$ cat src/rtl/load_response_unit.sv
// load_response_unit: tracks outstanding loads, captures their in-order memory
// responses and presents aligned, sign/zero-extended, ID-tagged writeback results.
// Ports: req_* (load accepted by memory, req_ready = buffer not full),
//        rsp_* (raw read word, cannot stall), wb_* (result, held until wb_ack),
//        empty (nothing outstanding and no result pending).
// Latency: rsp_valid in cycle N -> wb_valid in N+1 when the output register is free.
module load_response_unit #(
  parameter int DEPTH = 4,
  parameter int ID_W  = 3
) (
  input  logic            clk,
  input  logic            rst,
  input  logic            req_valid,
  output logic            req_ready,
  input  logic [ID_W-1:0] req_id,
  input  logic [1:0]      req_addr_lo,
  input  logic [2:0]      req_fn3,
  input  logic            rsp_valid,
  input  logic [31:0]     rsp_data,
  output logic            wb_valid,
  output logic [ID_W-1:0] wb_id,
  output logic [31:0]     wb_data,
  input  logic            wb_ack,
  output logic            empty
);

  localparam int PW = $clog2(DEPTH);
  localparam logic [PW:0] FULL_CNT = (PW+1)'(DEPTH);

  typedef struct packed {
    logic [ID_W-1:0] id;
    logic [1:0]      addr_lo;
    logic [2:0]      fn3;
    logic [31:0]     data;
    logic            data_valid;
  } entry_t;

  entry_t          ent_q [DEPTH];
  entry_t          ent_d [DEPTH];
  logic [PW-1:0]   alloc_ptr_q, alloc_ptr_d;
  logic [PW-1:0]   rsp_ptr_q, rsp_ptr_d;
  logic [PW-1:0]   pop_ptr_q, pop_ptr_d;
  logic [PW:0]     count_q, count_d;
  logic            wb_valid_q, wb_valid_d;
  logic [ID_W-1:0] wb_id_q, wb_id_d;
  logic [31:0]     wb_data_q, wb_data_d;

  logic        alloc_fire, rsp_slot, rsp_fire, head_dv, head_bypass, out_free, pop_fire;
  logic [31:0] head_word;

  function automatic logic [31:0] align(input logic [31:0] w, input logic [1:0] a,
                                        input logic [2:0] f);
    logic [7:0]  b;
    logic [15:0] h;
    case (a)
      2'd0:    b = w[7:0];
      2'd1:    b = w[15:8];
      2'd2:    b = w[23:16];
      default: b = w[31:24];
    endcase
    // Misaligned halfwords are not trapped here; addr_lo[0] is simply ignored.
    h = a[1] ? w[31:16] : w[15:0];
    case (f)
      3'b000:  return {{24{b[7]}}, b};
      3'b001:  return {{16{h[15]}}, h};
      3'b100:  return {24'b0, b};
      3'b101:  return {16'b0, h};
      default: return w;
    endcase
  endfunction

  always_comb begin
    req_ready  = (count_q != FULL_CNT);
    alloc_fire = req_valid & req_ready;

    // Entries between rsp_ptr and alloc_ptr await data. Equal pointers are
    // ambiguous only when full: then the slot is awaiting iff it has no data yet.
    rsp_slot = (rsp_ptr_q != alloc_ptr_q) |
               ((count_q == FULL_CNT) & ~ent_q[rsp_ptr_q].data_valid);
    rsp_fire = rsp_valid & rsp_slot;

    // A response landing on the head goes straight to the output register,
    // giving single-cycle response-to-writeback latency.
    head_dv     = ent_q[pop_ptr_q].data_valid;
    head_bypass = rsp_fire & (rsp_ptr_q == pop_ptr_q);
    head_word   = head_dv ? ent_q[pop_ptr_q].data : rsp_data;
    out_free    = ~wb_valid_q | wb_ack;
    pop_fire    = (count_q != '0) & (head_dv | head_bypass) & out_free;

    ent_d       = ent_q;
    alloc_ptr_d = alloc_ptr_q;
    rsp_ptr_d   = rsp_ptr_q;
    pop_ptr_d   = pop_ptr_q;
    count_d     = count_q;
    wb_valid_d  = wb_valid_q;
    wb_id_d     = wb_id_q;
    wb_data_d   = wb_data_q;

    if (alloc_fire) begin
      ent_d[alloc_ptr_q].id         = req_id;
      ent_d[alloc_ptr_q].addr_lo    = req_addr_lo;
      ent_d[alloc_ptr_q].fn3        = req_fn3;
      ent_d[alloc_ptr_q].data_valid = 1'b0;
      alloc_ptr_d                   = alloc_ptr_q + PW'(1);
    end

    if (rsp_fire) begin
      ent_d[rsp_ptr_q].data       = rsp_data;
      ent_d[rsp_ptr_q].data_valid = 1'b1;
      rsp_ptr_d                   = rsp_ptr_q + PW'(1);
    end

    if (pop_fire) begin
      wb_valid_d = 1'b1;
      wb_id_d    = ent_q[pop_ptr_q].id;
      wb_data_d  = align(head_word, ent_q[pop_ptr_q].addr_lo, ent_q[pop_ptr_q].fn3);
      pop_ptr_d  = pop_ptr_q + PW'(1);
    end else if (wb_ack) begin
      wb_valid_d = 1'b0;
    end

    case ({alloc_fire, pop_fire})
      2'b10:   count_d = count_q + (PW+1)'(1);
      2'b01:   count_d = count_q - (PW+1)'(1);
      default: count_d = count_q;
    endcase
  end

  always_ff @(posedge clk) begin
    if (rst) begin
      for (int i = 0; i < DEPTH; i++) ent_q[i] <= '0;
      alloc_ptr_q <= '0;
      rsp_ptr_q   <= '0;
      pop_ptr_q   <= '0;
      count_q     <= '0;
      wb_valid_q  <= 1'b0;
      wb_id_q     <= '0;
      wb_data_q   <= '0;
    end else begin
      for (int i = 0; i < DEPTH; i++) ent_q[i] <= ent_d[i];
      alloc_ptr_q <= alloc_ptr_d;
      rsp_ptr_q   <= rsp_ptr_d;
      pop_ptr_q   <= pop_ptr_d;
      count_q     <= count_d;
      wb_valid_q  <= wb_valid_d;
      wb_id_q     <= wb_id_d;
      wb_data_q   <= wb_data_d;
    end
  end

  assign wb_valid = wb_valid_q;
  assign wb_id    = wb_id_q;
  assign wb_data  = wb_data_q;
  assign empty    = (count_q == '0) & ~wb_valid_q;

  // Protocol violations are flagged but never alter state.
  assert property (@(posedge clk) disable iff (rst) rsp_valid |-> rsp_slot)
    else $warning("load_response_unit: response with no load awaiting data, ignored");
  assert property (@(posedge clk) disable iff (rst) req_valid |-> req_ready)
    else $warning("load_response_unit: load request while full, dropped");

endmodule

$ cat config.mk
export PLATFORM = sky130hd
export DESIGN_NAME = load_response_unit
export DESIGN_NICKNAME = d
export VERILOG_FILES = /design/src/rtl/load_response_unit.sv
export SDC_FILE = /design/constraint.sdc
export NUM_CORES = 1
export LEC_CHECK = 0
export CORE_UTILIZATION = 45
export DETAILED_ROUTE_END_ITERATION = 8
export SKIP_CTS_REPAIR_TIMING = 1
export SLEW_MARGIN = 20
export SYNTH_ARGS = -nofsm -noshare
export SYNTH_HDL_FRONTEND = slang
export SYNTH_SLANG_ARGS = --single-unit
$ cat constraint.sdc
create_clock -name clk -period 6.85 [get_ports clk]
set_input_delay 0.685 -clock clk [delete_from_list [all_inputs] [get_ports clk]]
set_output_delay 0.685 -clock clk [all_outputs]
set_load 0.05 [all_outputs]
Fig. 1: clock network drawn from the DEF
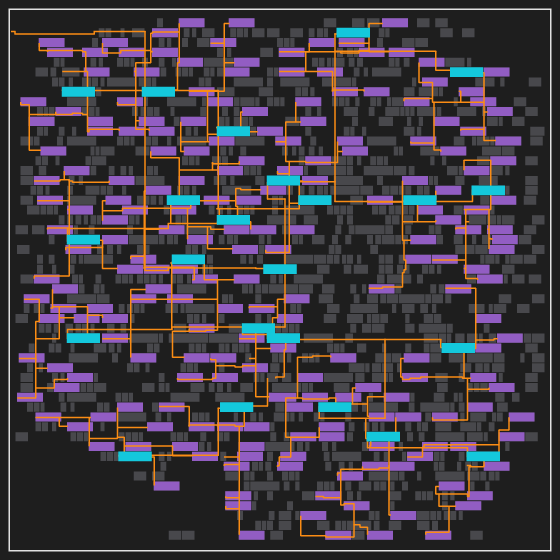
[purple] flip-flops | count: 209
[cyan] cells driving clock nets | count: 23
[orange] clock wires | length: 2630 µm
routed clock nets: 24
Clock Skew: 14.04 ps
Clock Power Share: 26.2%

Fig. 2: wires at chosen ports, followed through buffers
Scale bar: 50 µm.
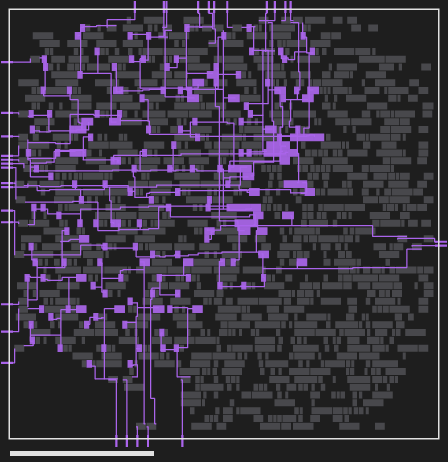
| color | port | bits | direction | end cells | buffers | wire |
|---|---|---|---|---|---|---|
| purple | rsp_data | 32 | input | 168 | 32 | 2800 µm |

==> run summary <==
worst path arrival time - 4050 ps
post-synth cell types - 45
period utilization - 53.55%
tool warnings - 34
clk buf depth - 3
most frequent logic cell in the layout - dfxtp_1
outcome - finished, final reports clean
Switching Fraction - 40.71%
top layer reached by signal wires - met4
max incr delay on CP - 780 ps
hold_ws - 450.9 ps
met3 wire length - 2001 µm
Non-clock buffering overhead - 8.147%
Critical path origin - pop_ptr_q[1]
total grt overflow - 0
met1 WL - 12990 µm
Max Freq - 272.6 MHz
worst skew pair latency - 520 ps
MUX area fraction - 15.57%
EDFF count, synth - 0
final antenna-violating net count - 0
Least-Margin Pin Slew - 1040 ps
largest non-sequential cell family by area - simple AND/OR/NAND/NOR gates
Synth warnings - 0
Slew HR - 30.64%
M2 GR Usage - 37.72%
met2 wire len - 12300 µm
r2r setup slk - 3180 ps
seq_cells - 209
Power Total - 0.004609 W
CTS sink cnt - 209
and+or+nand+nor area frac - 19.98%
CP delay by family, top - buffers and inverters
DP Worst Slack - 3147 ps
Worst R2R End - wb_data[10]
Initial Util - 46.15%
Die Y - 149.1 µm
Most flops, register - ent_q
crit path capture - wb_data[10]
Flop area - 0.004187 mm²
Final Cell Area - 0.01129 mm²
top power group - combinational cells
Inverters, non-clock - 8
RR Startpoint - pop_ptr_q[1]
Die X - 149.1 µm
comb. cell area - 0.005071 mm²
final worst-path setup slack - 3182 ps
Avg Inst Size Synth - 8.871 µm²
share of cells above drive strength 1 - 12.82%
Top Layout Cells - dfxtp_1 (207), nand2_1 (188), a21oi_1 (184)
Fill cells - 1978
vias in the first global route - 7544
CTS Root Buffer Type - clkbuf_16
placed cells - 1364
antenna violations before repair - 0
chip footprint - 0.02222 mm²
ys async rst share - 0%
Buf/Inv on CP - 2
port bufs - 82
clk pwr - 0.00121 W
Seq/total area - 37.09%
TAP cells - 275
register share after synthesis - 42.99%
Max Cap Viol - 0
DP HPWL - 16570 µm
Seq power - 0.00151 W
via count - 8124
hold path depth - 2
clock network area share - 6.529%
Rows - 53
RePlAce Congestion - 0.8119
clk_buf instances - 29
Crit path required time - 7230 ps
PwrDens - 408.3 mW/mm²
crit path capture type - register
WHS Endpoint - ent_q[12]
Buffers, non-clock - 95
final setup vio count - 0
Inserted Clock Buffers - 23
grt peak-use layer - met1
top cells by count - dfxtp_1 (209), nand2_1 (191), a21oi_1 (184)
Stages on worst setup path - 8
area leader, netlist - dfxtp_1
CTS tree - yes
Fig. 3: routing congestion map
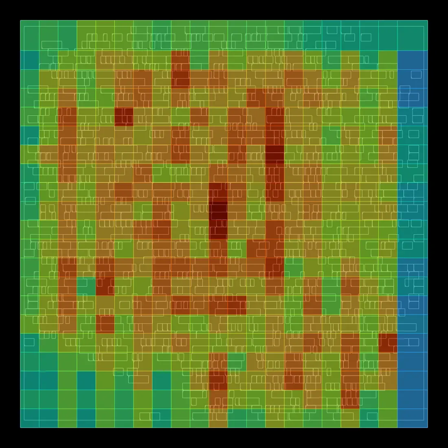
fin util: 53.53%
M3 GR Usage: 4.067%
met1 Use GR: 37.87%
WL/cell: 19.59 µm

Fig. 4: the metal 1 layer
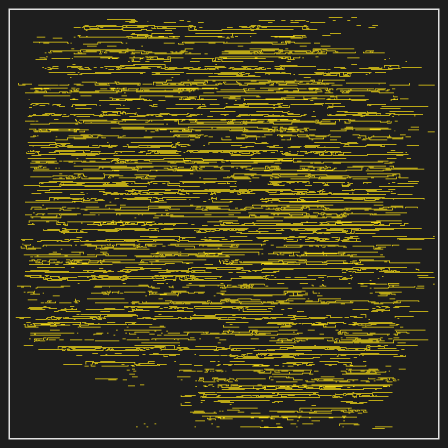
share of all routed wire: 47%
wire length on this layer: 13000 µm

Power figures rest on the tool's default switching activity, not on a simulated workload.
